<file path="config.mk">
export PLATFORM = sky130hd
export DESIGN_NAME = stage_sample_mixer
export DESIGN_NICKNAME = d
export VERILOG_FILES = /design/src/rtl/stage_sample_mixer.sv
export SDC_FILE = /design/constraint.sdc
export NUM_CORES = 1
export LEC_CHECK = 0
export CORE_ASPECT_RATIO = 1.1
export CORE_MARGIN = 4
export CORE_UTILIZATION = 29
export DETAILED_ROUTE_END_ITERATION = 6
export DONT_BUFFER_PORTS = 1
export PLACE_DENSITY_LB_ADDON = 0.2
export SYNTH_ARGS = -nofsm -noshare
export SYNTH_HDL_FRONTEND = slang
export SYNTH_SLANG_ARGS = --single-unit
</file>
<file path="constraint.sdc">
create_clock -name i_Clock -period 9.35 [get_ports i_Clock]
set_input_delay 0.935 -clock i_Clock [delete_from_list [all_inputs] [get_ports i_Clock]]
set_output_delay 0.935 -clock i_Clock [all_outputs]
set_load 0.01 [all_outputs]
</file>
<file path="src/rtl/stage_sample_mixer.sv">
// Carrier mixer: scales carrier operator outputs by 1/N, sums them per frame, shifts/saturates, queues samples.
// Latency: last slot at cycle t -> o_SampleValid at t+MULT_LATENCY+2 (empty FIFO). Input never stalls; full FIFO drops new frames and sets o_Overrun.
module stage_sample_mixer #(
    parameter int NUM_VOICES    = 32,
    parameter int NUM_OPERATORS = 8,
    parameter int OUT_WIDTH     = 16,
    parameter int GUARD_BITS    = 5,
    parameter int OUTPUT_SHIFT  = 5,
    parameter int MULT_LATENCY  = 4,
    parameter int FIFO_DEPTH    = 4
) (
    input  logic                                        i_Clock,
    input  logic                                        i_Reset,
    input  logic                                        i_Valid,
    input  logic [$clog2(NUM_VOICES*NUM_OPERATORS)-1:0] i_VoiceOperator,
    input  logic                                        i_IsCarrier,
    input  logic [$clog2(NUM_OPERATORS):0]              i_NumCarriers,
    input  logic [15:0]                                 i_OperatorOutput,
    input  logic                                        i_ClearStatus,
    output logic                                        o_SampleValid,
    input  logic                                        i_SampleReady,
    output logic [OUT_WIDTH-1:0]                        o_Sample,
    output logic                                        o_Clip,
    output logic                                        o_Overrun
);

    localparam int NUM_SLOTS = NUM_VOICES * NUM_OPERATORS;
    localparam int SLOT_W    = $clog2(NUM_SLOTS);
    localparam int NC_W      = $clog2(NUM_OPERATORS) + 1;
    localparam int ACC_W     = 16 + GUARD_BITS;
    localparam int NSTG      = MULT_LATENCY - 1;
    localparam int PTR_W     = $clog2(FIFO_DEPTH) + 1;
    localparam int AW        = PTR_W - 1;
    localparam logic [SLOT_W-1:0] LAST_SLOT = SLOT_W'(NUM_SLOTS - 1);
    localparam int SAT_MAX_I = (1 << (OUT_WIDTH - 1)) - 1;
    localparam int SAT_MIN_I = -(1 << (OUT_WIDTH - 1));
    localparam logic signed [ACC_W-1:0] SAT_MAX = ACC_W'(SAT_MAX_I);
    localparam logic signed [ACC_W-1:0] SAT_MIN = ACC_W'(SAT_MIN_I);

    function automatic logic [15:0] comp_factor(input int n);
        int d;
        d = (n == 0) ? 1 : n;
        if ((32768 / d) > 32767) return 16'h7FFF;
        return 16'(32768 / d);
    endfunction

    logic [15:0] w_FactorTable [2**NC_W];
    generate
        for (genvar g = 0; g < 2**NC_W; g++) begin : g_factor
            assign w_FactorTable[g] = comp_factor(g);
        end
    endgenerate

    logic        [15:0] w_Factor;
    logic signed [31:0] w_Product;
    assign w_Factor  = w_FactorTable[i_NumCarriers];
    // F never exceeds 0x7FFF, so treating it as signed keeps it positive.
    assign w_Product = $signed(w_Factor) * $signed(i_OperatorOutput);

    logic signed [31:0] r_Prod [NSTG];
    logic [NSTG-1:0]    r_PipeValid;
    logic [NSTG-1:0]    r_PipeCarrier;
    logic [NSTG-1:0]    r_PipeEof;

    always_ff @(posedge i_Clock or posedge i_Reset) begin
        if (i_Reset) begin
            for (int k = 0; k < NSTG; k++) r_Prod[k] <= '0;
            r_PipeValid   <= '0;
            r_PipeCarrier <= '0;
            r_PipeEof     <= '0;
        end else begin
            r_Prod[0]        <= w_Product;
            r_PipeValid[0]   <= i_Valid;
            r_PipeCarrier[0] <= i_Valid & i_IsCarrier;
            r_PipeEof[0]     <= i_Valid && (i_VoiceOperator == LAST_SLOT);
            for (int k = 1; k < NSTG; k++) begin
                r_Prod[k]        <= r_Prod[k-1];
                r_PipeValid[k]   <= r_PipeValid[k-1];
                r_PipeCarrier[k] <= r_PipeCarrier[k-1];
                r_PipeEof[k]     <= r_PipeEof[k-1];
            end
        end
    end

    logic signed [31:0]      w_Tail;
    logic signed [ACC_W-1:0] w_Contrib;
    logic signed [ACC_W-1:0] w_AccBase;
    logic                    w_unused_prod_bits;
    logic signed [ACC_W-1:0] r_Acc;
    logic                    r_FrameStart;
    logic                    r_AccDone;

    assign w_Tail             = r_Prod[NSTG-1];
    assign w_Contrib          = {{GUARD_BITS{w_Tail[30]}}, w_Tail[30:15]};
    assign w_AccBase          = r_FrameStart ? '0 : r_Acc;
    assign w_unused_prod_bits = ^{w_Tail[31], w_Tail[14:0]};

    always_ff @(posedge i_Clock or posedge i_Reset) begin
        if (i_Reset) begin
            r_Acc        <= '0;
            r_FrameStart <= 1'b1;
            r_AccDone    <= 1'b0;
        end else begin
            r_AccDone <= r_PipeValid[NSTG-1] & r_PipeEof[NSTG-1];
            if (r_PipeValid[NSTG-1]) begin
                r_Acc        <= w_AccBase + (r_PipeCarrier[NSTG-1] ? w_Contrib : '0);
                r_FrameStart <= r_PipeEof[NSTG-1];
            end
        end
    end

    logic signed [ACC_W-1:0] w_Shifted;
    logic                    w_SatHigh;
    logic                    w_SatLow;
    logic [OUT_WIDTH-1:0]    w_SatSample;
    logic                    w_ClipSet;
    logic                    r_SatValid;
    logic [OUT_WIDTH-1:0]    r_SatSample;

    assign w_Shifted   = r_Acc >>> OUTPUT_SHIFT;
    assign w_SatHigh   = w_Shifted > SAT_MAX;
    assign w_SatLow    = w_Shifted < SAT_MIN;
    assign w_SatSample = w_SatHigh ? OUT_WIDTH'(SAT_MAX) :
                         w_SatLow  ? OUT_WIDTH'(SAT_MIN) : w_Shifted[OUT_WIDTH-1:0];
    assign w_ClipSet   = r_AccDone & (w_SatHigh | w_SatLow);

    always_ff @(posedge i_Clock or posedge i_Reset) begin
        if (i_Reset) begin
            r_SatValid  <= 1'b0;
            r_SatSample <= '0;
        end else begin
            r_SatValid  <= r_AccDone;
            r_SatSample <= w_SatSample;
        end
    end

    logic [OUT_WIDTH-1:0] r_Mem [FIFO_DEPTH];
    logic [PTR_W-1:0]     r_WrPtr;
    logic [PTR_W-1:0]     r_RdPtr;
    logic                 w_Empty;
    logic                 w_Full;
    logic                 w_Pop;
    logic                 w_Push;
    logic                 w_Drop;

    assign w_Empty = (r_WrPtr == r_RdPtr);
    assign w_Full  = (r_WrPtr[AW] != r_RdPtr[AW]) && (r_WrPtr[AW-1:0] == r_RdPtr[AW-1:0]);
    assign w_Pop   = !w_Empty & i_SampleReady;
    // A pop in the same cycle frees the slot, so a full FIFO still accepts then.
    assign w_Push  = r_SatValid & (!w_Full | w_Pop);
    assign w_Drop  = r_SatValid & w_Full & !w_Pop;

    always_ff @(posedge i_Clock or posedge i_Reset) begin
        if (i_Reset) begin
            for (int k = 0; k < FIFO_DEPTH; k++) r_Mem[k] <= '0;
            r_WrPtr <= '0;
            r_RdPtr <= '0;
        end else begin
            if (w_Push) begin
                r_Mem[r_WrPtr[AW-1:0]] <= r_SatSample;
                r_WrPtr                <= r_WrPtr + 1'b1;
            end
            if (w_Pop) r_RdPtr <= r_RdPtr + 1'b1;
        end
    end

    logic r_Clip;
    logic r_Overrun;

    always_ff @(posedge i_Clock or posedge i_Reset) begin
        if (i_Reset) begin
            r_Clip    <= 1'b0;
            r_Overrun <= 1'b0;
        end else begin
            r_Clip    <= w_ClipSet | (r_Clip & !i_ClearStatus);
            r_Overrun <= w_Drop | (r_Overrun & !i_ClearStatus);
        end
    end

    assign o_SampleValid = !w_Empty;
    assign o_Sample      = r_Mem[r_RdPtr[AW-1:0]];
    assign o_Clip        = r_Clip;
    assign o_Overrun     = r_Overrun;

endmodule

</file>
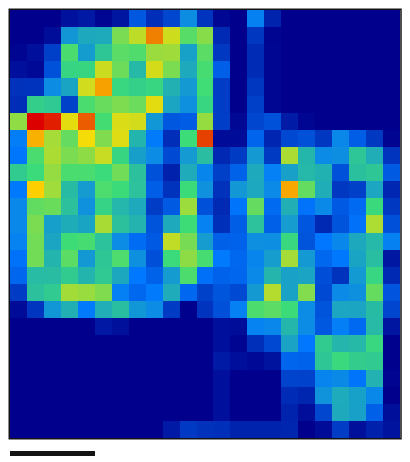
(wire density map)
Scale bar: 50 um. The die is cut into 23 by 25 equal tiles; dark blue is low, red is high, scaled to the fullest tile. Values are wire area over tile area, all layers added.
densest ninth of the die: middle left
nearly empty tiles: 29%
tiles over half the peak: 15%
mean over tiles: 0.096
fullest tile: 0.41
emptiest ninth of the die: upper right
routed length per placed instance: 16.3 um
Vias: 10200
total wire length: 36400 um
GRT Total Usage: 12.9%

==> flow_summary.json <==
{
  "status": "complete, no violations",
  "synth.area.top_cells": "dfrtp_1 27%, fa_1 23%, ha_1 12%, inv_1 6.0%, mux2_2 5.4%",
  "clock_latency_ns": 0.43,
  "viasPerCell": 4.57,
  "slowest_delay_ns": 0.54,
  "clkTransAtPathRegs_ns": 0.07,
  "intPower_uw": 3280,
  "powerDensity_nw_per_um2": 373,
  "synth_nets": 1896,
  "drt_iter0_markers": 530,
  "crit_path_frequent_cell": "fa_1",
  "synth_warnings": 0,
  "clkPwrFrac_pct": 11.0,
  "antenna_left": 0,
  "grt_pass1_wl_um": 60400,
  "p_switching_uw": 3080,
  "synth_top_area_share_pct": 26.7,
  "multiInputGateArea_sq_um": 10300,
  "most_common_cell": "inv_1",
  "cts_resized": 0,
  "final_cells": 2237,
  "cts_tree": "built",
  "placed_cells": 2205,
  "cap_viol_max_count": 0,
  "routabilityCongestion": 0.776,
  "r2r_setup_slack_ns": 6.07,
  "comb_power_share_pct": 71.9,
  "setup_ws_ns": 2.09,
  "synth-seq-cells": 169,
  "yosys_area_sq_um": 15800,
  "layout.nets": 1855,
  "worstSetupPathDepth": 24,
  "critical_path.max_fanout": 16,
  "warning_count": 35,
  "largest_register_ffs": 64,
  "relSlewSlack_pct": 31.7
}
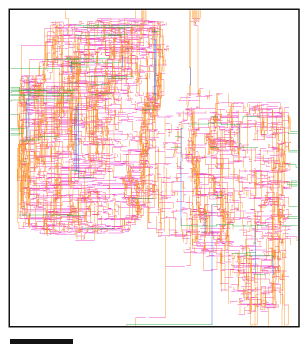
(signal wires by layer)
Scale bar: 50 um.
| layer | color | wire length |
|---|---|---|
| metal 4 | blue | 634 um |
| metal 2 | orange | 18300 um |
| metal 3 | green | 1310 um |
| metal 1 | magenta | 16100 um |

==> cells in the final DEF, fill, tap and decap left out, types with 23 or more instances in the layout <==
master,count
nor2_1,40
nand2_1,160
ha_1,145
o21ai_0,28
inv_1,249
dfrtp_1,168
and2_1,115
a21oi_1,46
fa_1,180
xnor2_1,30
nor2b_1,23
mux2_2,76
==> layout make-up <==
| type | count | share of cell area (%) |
|---|---|---|
| flip-flops and latches | 169 | 24.8 |
| inverters | 250 | 5.53 |
| clock inverters | 15 | 0.954 |
| well taps | 728 | 5.34 |
| multi-input cells | 1047 | 60.4 |
| repair buffers | 11 | 0.484 |
| clock buffers | 17 | 2.50 |
==> power by group through the flow <==
stage	logic, uW	registers [uW]	clock network (uW)
2_1_floorplan	3600	1050	0
3_3_place_gp	4600	1100	0
3_5_place_dp	4610	1110	0
4_1_cts	4640	1090	730
5_1_grt	5280	1110	758
6_report	4570	1090	701
==> per-layer routing <==
metal	track usage (%)	part of all wire (%)	vias up
li1	-	-	4827
met4	3.11	1.7	0
met1	16.5	44	5185
met3	2.03	3.6	38
met2	23.0	50	166
met5	0	0	-
==> cell families (layout without fill, tap and decap cells) <==
kind of cell / count (synthesis) / count (layout) / share of synthesized area (%)
AND/OR/NAND/NOR: 413 / 413 / 13.2
adder cells (fa/ha/maj): 325 / 325 / 34.4
buffers and inverters: 321 / 293 / 7.99
AND-OR/OR-AND: 171 / 171 / 7.28
flip-flops: 169 / 169 / 26.8
multiplexers: 96 / 96 / 8.01
XOR/XNOR: 42 / 42 / 2.33
Power figures rest on the tool's default switching activity, not on a simulated workload.
